$ cat config.mk
export PLATFORM = sky130hd
export DESIGN_NAME = ecg_window_sequencer_flat
export DESIGN_NICKNAME = d
export VERILOG_FILES = /design/src/rtl/ecg_window_sequencer_if.sv /design/src/rtl/ecg_window_sequencer.sv /design/src/flat_wrapper.sv
export SDC_FILE = /design/constraint.sdc
export NUM_CORES = 1
export LEC_CHECK = 0
export CORE_MARGIN = 3
export CORE_UTILIZATION = 36
export CTS_BUF_LIST = sky130_fd_sc_hd__clkbuf_8
export CTS_CLUSTER_SIZE = 24
export DETAILED_ROUTE_END_ITERATION = 16
export PLACE_DENSITY = 0.72
export SLEW_MARGIN = 10
export SYNTH_ARGS = -nofsm -noshare
export SYNTH_HDL_FRONTEND = slang
export SYNTH_SLANG_ARGS = --single-unit
$ cat constraint.sdc
create_clock -name clk_i -period 4.45 [get_ports clk_i]
set_input_delay 0.6675 -clock clk_i [delete_from_list [all_inputs] [get_ports clk_i]]
set_output_delay 0.6675 -clock clk_i [all_outputs]
set_load 0.01 [all_outputs]
$ cat src/rtl/ecg_window_sequencer_if.sv
// Handshake bundle between the ECG sample front end, the window buffer and the separation engine.
// The master side drives the requests; the slave side is the window sequencer.
interface ecg_window_sequencer_if #(
    parameter int ADDR_W = 9,
    parameter int IT_W   = 6
);
    logic              start;
    logic              stop;
    logic              sample_valid;
    logic              sample_ready;
    logic              wr_en;
    logic [ADDR_W-1:0] wr_addr;
    logic              proc_start;
    logic              proc_done;
    logic              converged;
    logic              rd_req;
    logic [8:0]        rd_step;
    logic [ADDR_W-1:0] rd_addr;
    logic [IT_W-1:0]   iter_count;
    logic              busy;
    logic              window_done;
    logic              overrun;

    modport master (
        output start, stop, sample_valid, proc_done, converged, rd_req, rd_step,
        input  sample_ready, wr_en, wr_addr, proc_start, rd_addr, iter_count,
               busy, window_done, overrun
    );

    modport slave (
        input  start, stop, sample_valid, proc_done, converged, rd_req, rd_step,
        output sample_ready, wr_en, wr_addr, proc_start, rd_addr, iter_count,
               busy, window_done, overrun
    );
endinterface

$ cat src/rtl/ecg_window_sequencer.sv
// Fills one sample window, then re-runs the separation engine on it until convergence
// or the iteration limit, handing the engine strided wrap-around read addresses.
module ecg_window_sequencer #(
    parameter int ADDR_W     = 9,
    parameter int WINDOW_LEN = 256,
    parameter int MAX_ITER   = 32,
    parameter int IT_W       = 6
) (
    input  logic                   clk_i,
    input  logic                   rst_ni,
    ecg_window_sequencer_if.slave  bus
);
    typedef enum logic [2:0] {
        ST_IDLE,
        ST_FILL,
        ST_RUN,
        ST_WAIT,
        ST_DONE
    } state_e;

    // Stride arithmetic is one bit wider than the address so the sum never overflows.
    localparam int SW = (ADDR_W + 1 > 10) ? ADDR_W + 1 : 10;
    localparam logic [ADDR_W-1:0] LAST_ADDR = ADDR_W'(WINDOW_LEN - 1);
    localparam logic [SW-1:0]     WIN_LEN   = SW'(WINDOW_LEN);
    localparam logic [IT_W-1:0]   ITER_MAX  = IT_W'(MAX_ITER);

    state_e            state_q, state_d;
    logic [ADDR_W-1:0] wrAddr_q, wrAddr_d;
    logic [ADDR_W-1:0] rdAddr_q, rdAddr_d;
    logic [IT_W-1:0]   iter_q, iter_d;
    logic              overrun_q, overrun_d;
    logic              stopPend_q, stopPend_d;

    logic              sampleReady;
    logic              wrAccept;
    logic [SW-1:0]     stepRaw;
    logic [SW-1:0]     stepEff;
    logic [SW-1:0]     rdSum;
    logic [ADDR_W-1:0] rdAddrNext;
    logic [IT_W-1:0]   iterNext;

    // A stop in FILL drops any sample offered in the same cycle.
    assign sampleReady = (state_q == ST_FILL);
    assign wrAccept    = bus.sample_valid & sampleReady & ~bus.stop;

    assign stepRaw = SW'(bus.rd_step);
    always_comb begin
        stepEff = stepRaw;
        if (stepRaw == '0) begin
            stepEff = SW'(1);
        end else if (stepRaw >= WIN_LEN) begin
            stepEff = WIN_LEN - SW'(1);
        end
    end

    // Both operands are below WINDOW_LEN, so one subtraction is enough to wrap.
    assign rdSum      = SW'(rdAddr_q) + stepEff;
    assign rdAddrNext = (rdSum >= WIN_LEN) ? ADDR_W'(rdSum - WIN_LEN) : ADDR_W'(rdSum);
    assign iterNext   = iter_q + IT_W'(1);

    always_ff @(posedge clk_i or negedge rst_ni) begin
        if (!rst_ni) begin
            state_q    <= ST_IDLE;
            wrAddr_q   <= '0;
            rdAddr_q   <= '0;
            iter_q     <= '0;
            overrun_q  <= 1'b0;
            stopPend_q <= 1'b0;
        end else begin
            state_q    <= state_d;
            wrAddr_q   <= wrAddr_d;
            rdAddr_q   <= rdAddr_d;
            iter_q     <= iter_d;
            overrun_q  <= overrun_d;
            stopPend_q <= stopPend_d;
        end
    end

    always_comb begin
        state_d    = state_q;
        wrAddr_d   = wrAddr_q;
        rdAddr_d   = rdAddr_q;
        iter_d     = iter_q;
        overrun_d  = overrun_q;
        stopPend_d = stopPend_q;

        if (bus.sample_valid && !sampleReady && (state_q != ST_IDLE)) begin
            overrun_d = 1'b1;
        end

        unique case (state_q)
            ST_IDLE: begin
                if (bus.start) begin
                    state_d   = ST_FILL;
                    wrAddr_d  = '0;
                    iter_d    = '0;
                    overrun_d = 1'b0;
                end
            end
            ST_FILL: begin
                if (bus.stop) begin
                    state_d  = ST_IDLE;
                    wrAddr_d = '0;
                end else if (wrAccept) begin
                    if (wrAddr_q == LAST_ADDR) begin
                        state_d  = ST_RUN;
                        wrAddr_d = '0;
                        rdAddr_d = '0;
                    end else begin
                        wrAddr_d = wrAddr_q + ADDR_W'(1);
                    end
                end
            end
            ST_RUN: begin
                state_d = ST_WAIT;
                if (bus.stop) stopPend_d = 1'b1;
            end
            ST_WAIT: begin
                if (bus.stop) stopPend_d = 1'b1;
                // Completion outranks a same-cycle read request.
                if (bus.proc_done) begin
                    iter_d = iterNext;
                    if (bus.converged || (iterNext == ITER_MAX)) begin
                        state_d = ST_DONE;
                    end else begin
                        state_d  = ST_RUN;
                        rdAddr_d = '0;
                    end
                end else if (bus.rd_req) begin
                    rdAddr_d = rdAddrNext;
                end
            end
            ST_DONE: begin
                if (stopPend_q || bus.stop) begin
                    state_d    = ST_IDLE;
                    stopPend_d = 1'b0;
                end else begin
                    state_d  = ST_FILL;
                    wrAddr_d = '0;
                    iter_d   = '0;
                end
            end
            default: begin
                state_d = ST_IDLE;
            end
        endcase
    end

    assign bus.sample_ready = sampleReady;
    assign bus.wr_en        = wrAccept;
    assign bus.wr_addr      = wrAddr_q;
    assign bus.proc_start   = (state_q == ST_RUN);
    assign bus.rd_addr      = rdAddr_q;
    assign bus.iter_count   = iter_q;
    assign bus.busy         = (state_q != ST_IDLE);
    assign bus.window_done  = (state_q == ST_DONE);
    assign bus.overrun      = overrun_q;
endmodule

$ cat src/flat_wrapper.sv
// flat-port wrapper written by rule: the top's interface ports become plain ports
module ecg_window_sequencer_flat 
#(
    parameter int ADDR_W     = 9,
    parameter int WINDOW_LEN = 256,
    parameter int MAX_ITER   = 32,
    parameter int IT_W       = 6
)
  (clk_i, rst_ni, bus_start, bus_stop, bus_sample_valid, bus_proc_done, bus_converged, bus_rd_req, bus_rd_step, bus_sample_ready, bus_wr_en, bus_wr_addr, bus_proc_start, bus_rd_addr, bus_iter_count, bus_busy, bus_window_done, bus_overrun);
  ecg_window_sequencer_if #(.ADDR_W(ADDR_W), .IT_W(IT_W)) bus_i ();
  input  logic clk_i;
  input  logic rst_ni;
  input wire logic [$bits(bus_i.start)-1:0] bus_start;
  input wire logic [$bits(bus_i.stop)-1:0] bus_stop;
  input wire logic [$bits(bus_i.sample_valid)-1:0] bus_sample_valid;
  input wire logic [$bits(bus_i.proc_done)-1:0] bus_proc_done;
  input wire logic [$bits(bus_i.converged)-1:0] bus_converged;
  input wire logic [$bits(bus_i.rd_req)-1:0] bus_rd_req;
  input wire logic [$bits(bus_i.rd_step)-1:0] bus_rd_step;
  output wire logic [$bits(bus_i.sample_ready)-1:0] bus_sample_ready;
  output wire logic [$bits(bus_i.wr_en)-1:0] bus_wr_en;
  output wire logic [$bits(bus_i.wr_addr)-1:0] bus_wr_addr;
  output wire logic [$bits(bus_i.proc_start)-1:0] bus_proc_start;
  output wire logic [$bits(bus_i.rd_addr)-1:0] bus_rd_addr;
  output wire logic [$bits(bus_i.iter_count)-1:0] bus_iter_count;
  output wire logic [$bits(bus_i.busy)-1:0] bus_busy;
  output wire logic [$bits(bus_i.window_done)-1:0] bus_window_done;
  output wire logic [$bits(bus_i.overrun)-1:0] bus_overrun;
  assign bus_i.start = bus_start;
  assign bus_i.stop = bus_stop;
  assign bus_i.sample_valid = bus_sample_valid;
  assign bus_i.proc_done = bus_proc_done;
  assign bus_i.converged = bus_converged;
  assign bus_i.rd_req = bus_rd_req;
  assign bus_i.rd_step = bus_rd_step;
  assign bus_sample_ready = bus_i.sample_ready;
  assign bus_wr_en = bus_i.wr_en;
  assign bus_wr_addr = bus_i.wr_addr;
  assign bus_proc_start = bus_i.proc_start;
  assign bus_rd_addr = bus_i.rd_addr;
  assign bus_iter_count = bus_i.iter_count;
  assign bus_busy = bus_i.busy;
  assign bus_window_done = bus_i.window_done;
  assign bus_overrun = bus_i.overrun;
  ecg_window_sequencer #(.ADDR_W(ADDR_W), .WINDOW_LEN(WINDOW_LEN), .MAX_ITER(MAX_ITER), .IT_W(IT_W)) u_core (.clk_i(clk_i), .rst_ni(rst_ni), .bus(bus_i));
endmodule
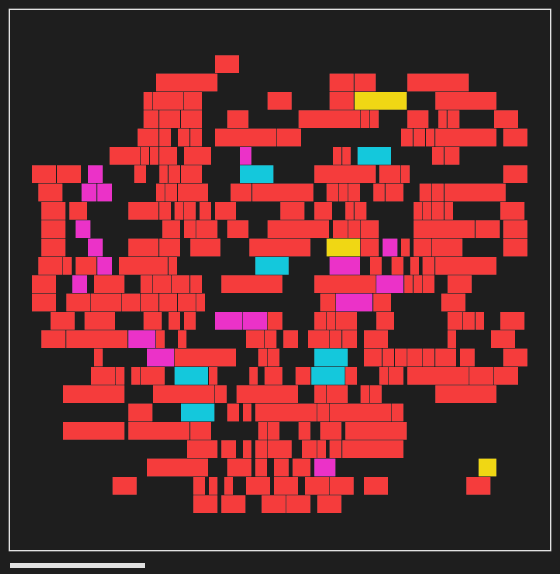
run_1/sizing.png
Bar = 20 microns.
[magenta] x2 | cells: 17 | share: 6.3%
[cyan] x6 and larger | cells: 7 | share: 2.6%
[yellow] x3 and x4 | cells: 3 | share: 1.1%
[red] x1 and smaller | cells: 244 | share: 90%

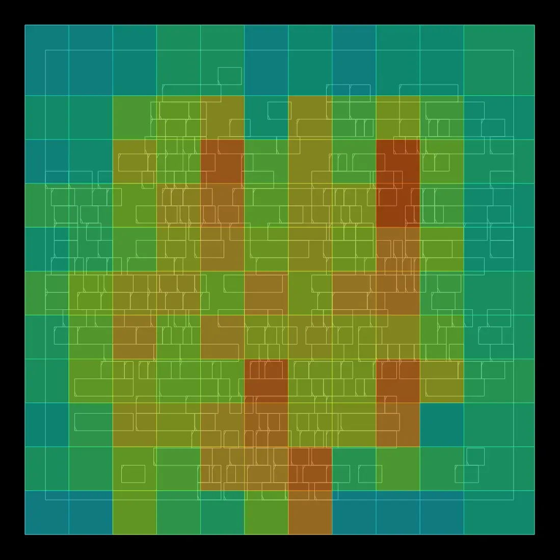
run_1/congestion_map.png
Global Route met1 Usage: 0.190
Layout Utilization: 0.504
global route hottest layer: met2
met3 usage in global routing: 0.0325

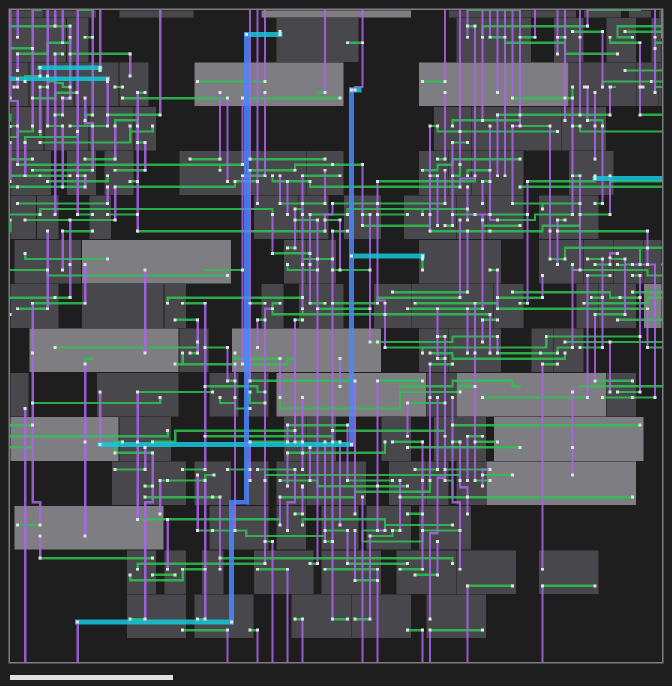
run_1/closeup.png
Bar = 10 microns. Region (20, 4) to (60, 44) microns. Cells in gray, sequential cells in the stronger gray; small squares are vias.
[purple] M2
[cyan] M3
[blue] M4
[green] M1
cells with their middle in the window: 106
most frequent: o21ai_0 (14), clkdlybuf4s50_1 (11), dfrtp_1 (11)
netlist names of flops here include: `u_core.bus.iter_count` (6), `u_core.bus.rd_addr` (2), `u_core.state_q` (2)
sequential cells in the window: 11

==> run 1: critical path, cell delays in order <==
cell and delay (ns):
sky130_fd_sc_hd__clkdlybuf4s50_1 0.53, sky130_fd_sc_hd__or4b_4 0.58, sky130_fd_sc_hd__nor2_1 0.11, sky130_fd_sc_hd__clkdlybuf4s50_1 0.54
==> run 1: placed cells by master (no fill, tap or decap), drive strengths merged, types with 3 or more instances in the layout <==
cell            n
nand3           6
o21bai          3
a21oi           9
clkbuf          7
nor2           15
inv            10
a211oi          4
nor3            9
a21o            4
o21ai          27
nand2          18
xnor2           6
clkdlybuf4s50  46
or3             6
mux2            3
a22o            5
dfrtp          29
ha             11
mux2i           3
nand3b          3
or2             8
==> run notes, run 1 <==
### Detailed routing
* **violation count after the first detailed-routing iteration** 103
* **final routed wire length divided by cell count** 13.5 microns
* **uppermost layer routed** met4
* **first-pass iteration count of the detailed router** 4
* **DRC errors left** 0
* **Via-to-Cell Ratio** 5.43
* **number of nets with antenna violations after detailed routing** 0

### Setup path
* **data required time at the worst endpoint** 3.78 ns
* **register-to-register path setup slack** 2.09 ns
* **maximum net fanout on the critical path** 7
* **type of destination of the critical path** output pin
* **critical register-to-register path startpoint** u_core.state_q[0]$_DFFE_PN0P_
* **reg-to-reg critical path endpoint** u_core.bus.rd_addr[4]$_DFFE_PN0P_
* **Worst setup startpoint** bus_stop
* **Register-to-Register Path Depth** 4

### Clock network
* **Post-CTS Setup Bufs** 0
* **clk slew on worst S/H paths** 0.06 ns
* **clock latency of the later-clocked register in the worst-skew pair** 0.28 ns
* **master cell of the clock root buffer** sky130_fd_sc_hd__clkbuf_8
* **clock tree from TritonCTS** built
* **CTS Buffer Depth** 2
* **number of H-tree branching levels** 2
* **sink count of the clock tree** 29
* **TritonCTS buffer count** 5

### Layout
* **number of filler cells placed in the layout** 485
* **ClkCell Share** 0.0386
* **non-clock inverter total of the final layout** 10
* **layout cells sized above 1** 0.0996
* **combinational cell area excluding buffers and inverters** 1200 sq um
* **Final nets** 299
* **total of clock buffers placed in the layout** 7
* **non-clk buf share** 0.178
* **post-route insts no fill** 341
* **Final Instance Area** 2620 sq um
* **area of all sequential standard cells** 726 sq um

### Yosys
* **Main logic family** AND-OR/OR-AND gates
* **Mux area share** 0.0323
* **Yosys top cell area share** 0.367
* **post-synthesis compound-gate area fraction** 0.235
* **leading register cell type out of synthesis** sky130_fd_sc_hd__dfrtp_1
* **FFs w/ async S/R, synth** 1.00
* **flip-flop and latch count after synthesis** 29
* **EDFF count, synth** 0
* **Post-Synthesis Net Count** 248
* **largest area contributor in the netlist** sky130_fd_sc_hd__dfrtp_1
* **Post-Synthesis Cell Area** 1980 sq um
* **number of warnings printed during yosys synthesis** 0
* **chip area in the Yosys report** 1980 sq um
* **mean area per synthesized cell** 9.03 sq um
* **yosys xor share** 0.0310

### Global route
* **aggregate global-route resource usage** 0.152
* **maximum number of pins on one net before global-route repair** 30
* **via count of the first global-routing pass** 1718
* **wire length of the first global-routing pass** 7730 microns

### Floorplan
* **Die Wd** 80.1 microns
* **die outline area** 6420 sq um
* **initial core utilization** 0.380
* **floorplan die height** 80.1 microns
* **placement row count** 26

### Placement
* **total half-perimeter wirelength after legalization and detailed placement** 3570 microns
* **worst-case setup slack after placement** 1.13 ns
* **placed cell areas** 2520 sq um
* **# port buffers** 46

### Final timing
* **unrepaired setup endpoints after global routing** false
* **Max transition margin** 0.499
* **final period demand of the worst path** 3.10 ns
* **count of endpoints failing hold in the final timing report** 0
* **Final TNS setup** 0 ns
* **FMAX** 323 MHz
* **worst setup margin** 1.35 ns

### Power and ir drop
* **switching pwr** 0.531 mW
* **Clk. pwr** 0.238 mW
* **portion of total power attributed to sequential cells** 0.304
* **Pint** 0.821 mW
* **Peak VDD IR** 0.000313 V
* **switching share of power** 0.393
* **power density relative to cell area** 516 nW/um^2
* **clock share of power** 0.176
* **static leakage** 1.08 nW
* **group drawing the most power** combinational logic

### Outcome
* **status** finished clean

### Min path
* **worst hold path cell count** 1
* **worst hold start** u_core.bus.rd_addr[8]$_DFFE_PN0P_

### Job
* **tool warnings** 26

run_1/m2.png
Bar = 20 microns.
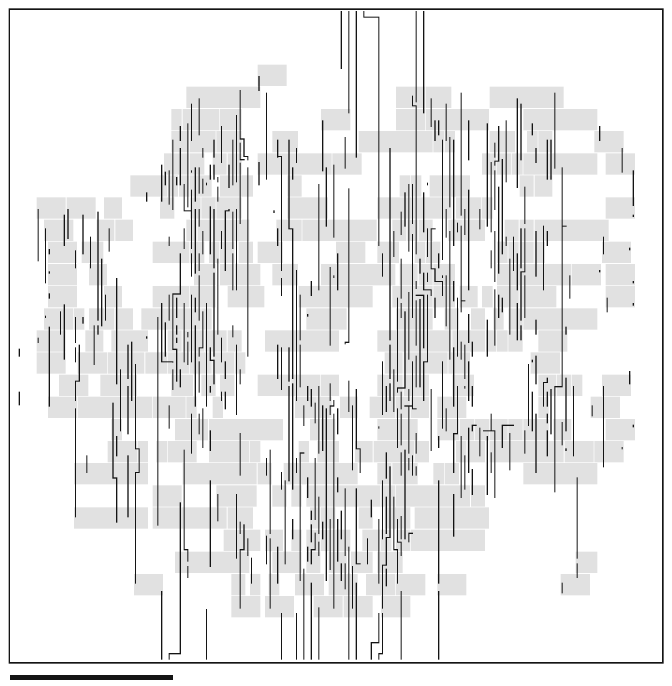

==> run 2, diff against run 1 <==
==> constraint.sdc (replaced) <==
create_clock -name clk_i -period 2.95 [get_ports clk_i]
set_input_delay 0.4425 -clock clk_i [delete_from_list [all_inputs] [get_ports clk_i]]
set_output_delay 0.4425 -clock clk_i [all_outputs]
set_load 0.01 [all_outputs]
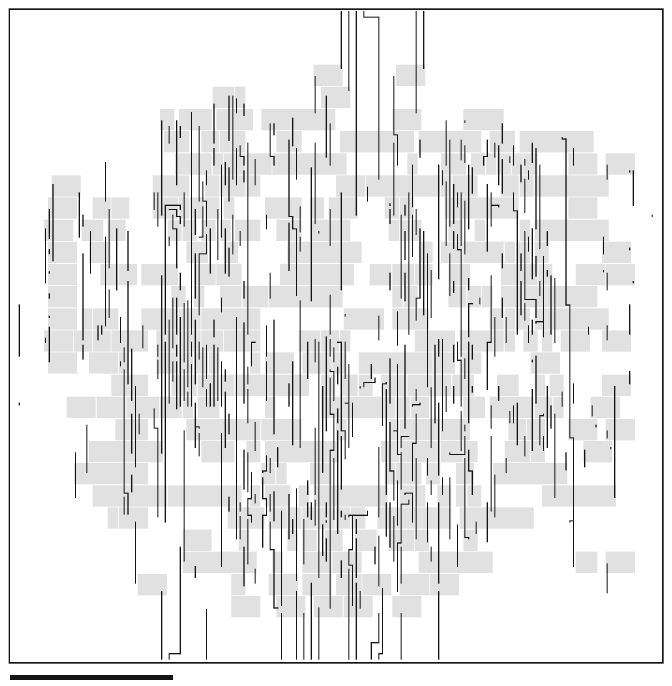
run_2/m2.png
Bar = 20 microns.
longest straight run: 28.9 microns
main direction: vertical
nets with wire on the layer: 260
share of all routed wire: 49%

==> run notes, run 2 <==
### Outcome
* **status** finished clean

### Layout
* **layout cells sized above 1** 0.122
* **number of filler cells placed in the layout** 505
* **Final Instance Area** 2680 sq um
* **most instantiated logic cell after routing** sky130_fd_sc_hd__clkdlybuf4s50_1
* **most frequent cells in the layout** sky130_fd_sc_hd__clkdlybuf4s50_1 (46), sky130_fd_sc_hd__dfrtp_1 (29), sky130_fd_sc_hd__o21ai_0 (27), sky130_fd_sc_hd__nand2_1 (18), sky130_fd_sc_hd__nor2_1 (15)
* **post-route insts no fill** 348
* **Layout Utilization** 0.514

### Detailed routing
* **Via-to-Cell Ratio** 5.42
* **uppermost layer routed** met4
* **final routed wire length divided by cell count** 13.2 microns
* **first-pass iteration count of the detailed router** 4
* **DRC errors left** 0
* **number of nets with antenna violations after detailed routing** 0

### Yosys
* **largest area contributor in the netlist** sky130_fd_sc_hd__dfrtp_1
* **Post-Synthesis Net Count** 248
* **chip area in the Yosys report** 1980 sq um
* **number of cell instances after yosys synthesis** 219
* **Yosys top cell area share** 0.367
* **FFs w/ async S/R, synth** 1.00
* **number of warnings printed during yosys synthesis** 0
* **leading register cell type out of synthesis** sky130_fd_sc_hd__dfrtp_1
* **flip-flop and latch count after synthesis** 29
* **Post-Synthesis Cell Area** 1980 sq um

### Global route
* **global route hottest layer** met2
* **wire length of the first global-routing pass** 7890 microns
* **aggregate global-route resource usage** 0.153
* **maximum number of pins on one net before global-route repair** 30
* **via count of the first global-routing pass** 1767
* **Global Route met1 Usage** 0.189

### Clock network
* **Post-CTS Setup Bufs** 0
* **clock tree from TritonCTS** built
* **sink count of the clock tree** 29
* **clk slew on worst S/H paths** 0.06 ns
* **master cell of the clock root buffer** sky130_fd_sc_hd__clkbuf_8
* **clock latency of the later-clocked register in the worst-skew pair** 0.28 ns
* **CTS Buffer Depth** 2

### Power and ir drop
* **clock share of power** 0.170
* **group drawing the most power** combinational logic
* **Peak VDD IR** 0.000352 V
* **portion of total power attributed to sequential cells** 0.288
* **Clk. pwr** 0.356 mW
* **Pint** 1.28 mW
* **switching share of power** 0.388
* **switching pwr** 0.809 mW
* **static leakage** 1.11 nW

### Floorplan
* **placement row count** 26
* **initial core utilization** 0.380
* **die outline area** 6420 sq um
* **floorplan die height** 80.1 microns

### Placement
* **total half-perimeter wirelength after legalization and detailed placement** 3590 microns
* **placed cell areas** 2570 sq um
* **worst-case setup slack after placement** -0.0419 ns
* **# port buffers** 46

### Setup path
* **data required time at the worst endpoint** 3.11 ns
* **CP Cell Sequence** clkdlybuf4s50_1, or4_1, o41ai_1, ha_1, fa_1, a211oi_1, o21bai_1, a21oi_1, xnor2_1, a22o_1
* **Worst setup startpoint** bus_rd_step[2]
* **CP delay by family, top** AND-OR/OR-AND gates
* **maximum net fanout on the critical path** 3
* **reg-to-reg critical path endpoint** u_core.bus.rd_addr[4]$_DFFE_PN0P_
* **standard cell with the maximum stage delay on the critical path** sky130_fd_sc_hd__or4_1
* **Register-to-Register Path Depth** 4
* **maximum cell stage delay along the critical path** 0.53 ns
* **number of gates on the worst path with buffers counted** 10

### Final timing
* **final period demand of the worst path** 2.72 ns
* **Final TNS setup** 0 ns
* **count of endpoints failing hold in the final timing report** 0
* **unrepaired setup endpoints after global routing** false

### Min path
* **worst hold start** u_core.bus.rd_addr[8]$_DFFE_PN0P_
* **worst hold path cell count** 1

### Job
* **tool warnings** 26

-- run 2: cell counts after synthesis --
Identical to the previous run, type by type.
-- run 2: layout make-up --
type | instances | area, sq um | share of cell area
Sequential cell | 29 | 726 | 0.271
Multi-Input combinational cell | 177 | 1200 | 0.449
Clock buffer | 7 | 96.3 | 0.0360
Inverter | 10 | 37.5 | 0.0140
Tap cell | 70 | 87.6 | 0.0327
Clock inverter | 1 | 5.00 | 0.00187
Timing Repair Buffer | 54 | 520 | 0.195
-- run 2: kinds of logic after synthesis --
kind of cell / after synthesis / synth area share
buffers and inverters: 13 / 0.0247
adders and majority gates: 12 / 0.0797
other: 1 / 0.00190
and+or+nand+nor: 80 / 0.228
muxes: 6 / 0.0323
DFF: 29 / 0.367
xor gates and xnor gates: 7 / 0.0310
AOI/OAI and AO/OA: 71 / 0.235
run_2/closeup.png
Bar = 10 microns. Region (20, 4) to (60, 44) microns. Cells in gray, sequential cells in the stronger gray; small squares are vias.
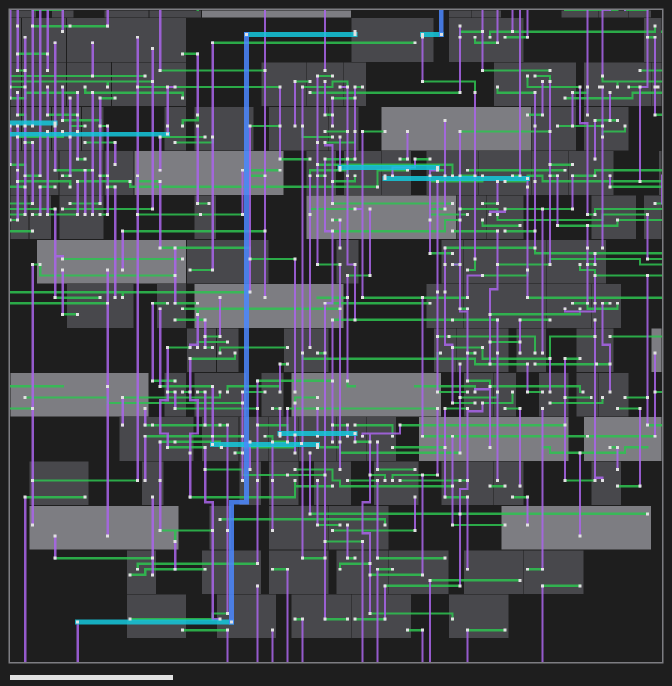

==> run 3, diff against run 2 <==
--- a/config.mk
+++ b/config.mk
@@ -5,12 +5,15 @@
 export SDC_FILE = /design/constraint.sdc
 export NUM_CORES = 1
 export LEC_CHECK = 0
+export CELL_PAD_IN_SITES_DETAIL_PLACEMENT = 2
+export CELL_PAD_IN_SITES_GLOBAL_PLACEMENT = 2
+export CORE_ASPECT_RATIO = 0.6
 export CORE_MARGIN = 3
-export CORE_UTILIZATION = 36
+export CORE_UTILIZATION = 31
 export CTS_BUF_LIST = sky130_fd_sc_hd__clkbuf_8
 export CTS_CLUSTER_SIZE = 24
 export DETAILED_ROUTE_END_ITERATION = 16
-export PLACE_DENSITY = 0.72
+export PLACE_DENSITY = 0.94
 export SLEW_MARGIN = 10
 export SYNTH_ARGS = -nofsm -noshare
 export SYNTH_HDL_FRONTEND = slang
==> constraint.sdc (replaced) <==
create_clock -name clk_i -period 2.85 [get_ports clk_i]
set_input_delay 0.4275 -clock clk_i [delete_from_list [all_inputs] [get_ports clk_i]]
set_output_delay 0.4275 -clock clk_i [all_outputs]
set_load 0.01 [all_outputs]
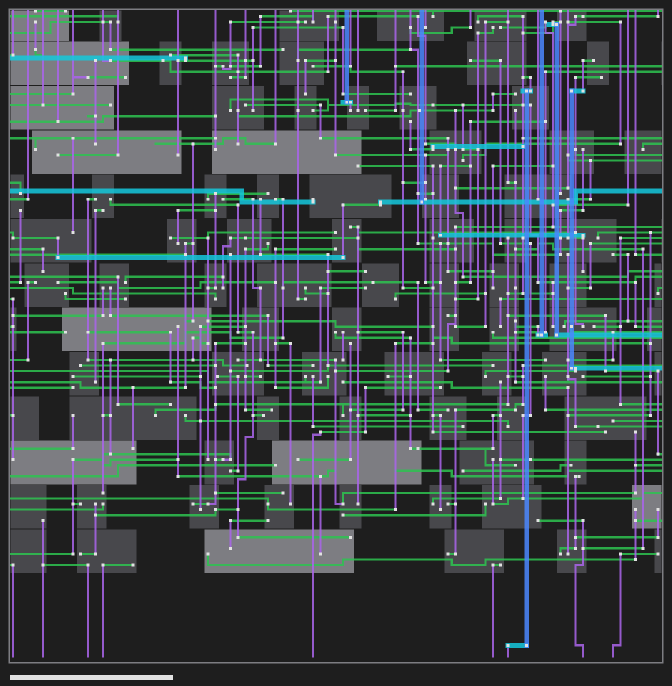
run_3/closeup.png
Bar = 10 microns. Region (35, 0) to (75, 40) microns. Cells in gray, sequential cells in the stronger gray; small squares are vias.
[cyan] M3
[purple] M2
[green] M1
[blue] M4
most frequent: o21ai_0 (9), dfrtp_1 (8)
cells with their middle in the window: 78
sequential cells in the window: 8
netlist names of flops here include: `u_core.bus.wr_addr` (4), `u_core.bus.iter_count` (2)

==> run notes, run 3 <==
### Outcome
* **status** finished clean

### Global route
* **aggregate global-route resource usage** 0.233
* **wire length of the first global-routing pass** 12900 microns
* **maximum number of pins on one net before global-route repair** 30
* **via count of the first global-routing pass** 2303

### Yosys
* **chip area in the Yosys report** 1980 sq um
* **Post-Synthesis Cell Area** 1980 sq um
* **Post-Synthesis Net Count** 248
* **number of warnings printed during yosys synthesis** 0
* **largest area contributor in the netlist** sky130_fd_sc_hd__dfrtp_1
* **number of instances in the synthesized netlist** 219
* **FFs w/ async S/R, synth** 1.00
* **leading register cell type out of synthesis** sky130_fd_sc_hd__dfrtp_1
* **EDFF count, synth** 0
* **mean area per synthesized cell** 9.03 sq um
* **flip-flop and latch count after synthesis** 29
* **Yosys top cell area share** 0.367
* **number of cell instances after yosys synthesis** 219

### Placement
* **# port buffers** 46
* **placed cell areas** 2630 sq um
* **total half-perimeter wirelength after legalization and detailed placement** 5840 microns

### Detailed routing
* **uppermost layer routed** met4
* **first-pass iteration count of the detailed router** 4
* **number of nets with antenna violations after detailed routing** 0
* **final routed wire length divided by cell count** 22.1 microns
* **post-route met1 wirelength** 3860 microns
* **Via-to-Cell Ratio** 5.70
* **DRC errors left** 0
* **Vias** 2081
* **routed length on met2** 3670 microns
* **violation count after the first detailed-routing iteration** 111

### Floorplan
* **initial core utilization** 0.337
* **floorplan die height** 67.9 microns
* **Die Wd** 109 microns
* **number of tap cells added at floorplan** 80

### Layout
* **final sequential cell count** 29
* **total of clock buffers placed in the layout** 5
* **Final Instance Area** 2810 sq um
* **share of cell area taken by multi-input logic gates** 0.441
* **non-clock inverter total of the final layout** 10
* **ClkCell Share** 0.0476
* **non-clk buf share** 0.204
* **area of all sequential standard cells** 726 sq um
* **post-route insts no fill** 365
* **number of logic gates** 177
* **flip-flop and latch share of the layout cell area** 0.258
* **most instantiated logic cell after routing** sky130_fd_sc_hd__clkdlybuf4s50_1
* **number of filler cells placed in the layout** 618
* **count of plain and timing-repair buffers** 61
* **combinational cell area excluding buffers and inverters** 1240 sq um
* **most frequent cells in the layout** sky130_fd_sc_hd__clkdlybuf4s50_1 (46), sky130_fd_sc_hd__dfrtp_1 (29), sky130_fd_sc_hd__o21ai_0 (27), sky130_fd_sc_hd__nand2_1 (18)
* **Layout Utilization** 0.480

### Job
* **tool warnings** 26

### Setup path
* **CP delay by family, top** AND-OR/OR-AND gates
* **standard cell with the maximum stage delay on the critical path** sky130_fd_sc_hd__clkdlybuf4s50_1
* **type of destination of the critical path** flop
* **number of gates on the worst path with buffers counted** 11
* **maximum cell stage delay along the critical path** 0.43 ns
* **critical path class** in2reg
* **data required time at the worst endpoint** 3.03 ns
* **critical register-to-register path startpoint** u_core.state_q[1]$_DFFE_PN0P_
* **Worst setup startpoint** bus_rd_step[8]
* **Critical Path Most Common Cell** sky130_fd_sc_hd__buf_4
* **reg-to-reg critical path endpoint** u_core.bus.rd_addr[3]$_DFFE_PN0P_
* **Register-to-Register Path Depth** 4
* **maximum net fanout on the critical path** 4
* **number of buffers and inverters on the critical path** 4

### Clock network
* **TritonCTS buffer count** 5
* **clock tree from TritonCTS** built
* **Post-CTS Setup Bufs** 0
* **clk slew on worst S/H paths** 0.07 ns
* **CTS Buffer Depth** 2
* **clock latency of the later-clocked register in the worst-skew pair** 0.29 ns
* **sink count of the clock tree** 29
* **number of H-tree branching levels** 2

### Power and ir drop
* **Pint** 1.52 mW
* **portion of total power attributed to sequential cells** 0.237
* **group drawing the most power** combinational logic
* **switching pwr** 1.08 mW
* **switching share of power** 0.416
* **clock share of power** 0.204
* **Peak VDD IR** 0.000416 V
* **power density relative to cell area** 923 nW/um^2

### Final timing
* **FMAX** 364 MHz
* **unrepaired setup endpoints after global routing** false
* **Final TNS setup** 0 ns
* **worst setup margin** 0.102 ns
* **Max transition margin** 0.631
* **count of endpoints failing hold in the final timing report** 0

-- run 3: cell counts after synthesis --
Identical to the previous run, type by type.
-- run 3: per-layer routing --
metal	vias to the layer above	GRT usage
met2	59	0.370
met4	0	0.0976
li1	945	-
met3	20	0.0481
met1	1057	0.310
met5	-	0
-- run 3: cells by family (layout without fill, tap and decap cells) --
kind of cell | after synthesis | in the layout | share of synthesized area
AND/OR/NAND/NOR | 80 | 80 | 0.228
AND-OR/OR-AND | 71 | 71 | 0.235
flip-flops | 29 | 29 | 0.367
buffers and inverters | 13 | 79 | 0.0247
adder cells (fa/ha/maj) | 12 | 12 | 0.0797
XOR/XNOR | 7 | 7 | 0.0310
multiplexers | 6 | 6 | 0.0323
other | 1 | 1 | 0.00190

==> layout pictures side by side <==
Met1 routing.
Bar = 20 microns. Supply wires on this layer in gray.
Plate I
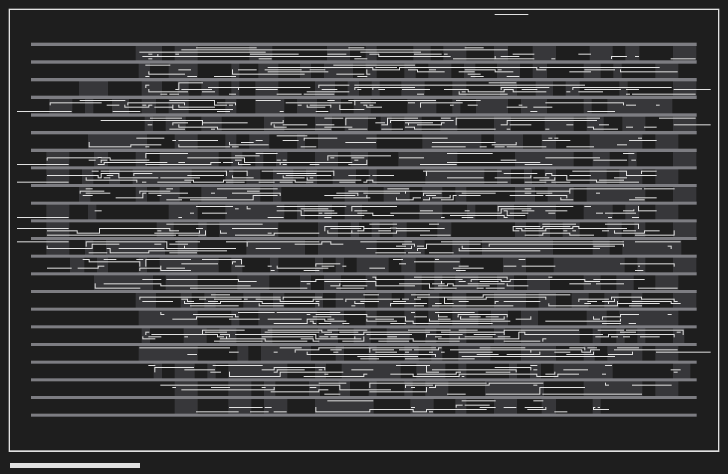
Plate II
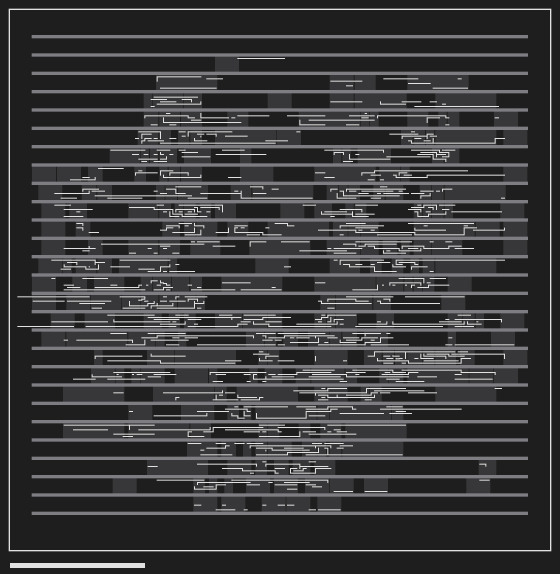
| from | picture |
|---|---|
| run 1 | Plate II |
| run 3 | Plate I |
Of these, largest die: Plate I

Key to Plate II:
longest straight run: 17.0 microns
nets with wire on the layer: 256
main direction: horizontal
share of all routed wire: 45%
wire length on this layer: 2070 microns

No activity file was given, so power comes from the tool's default toggle rates.
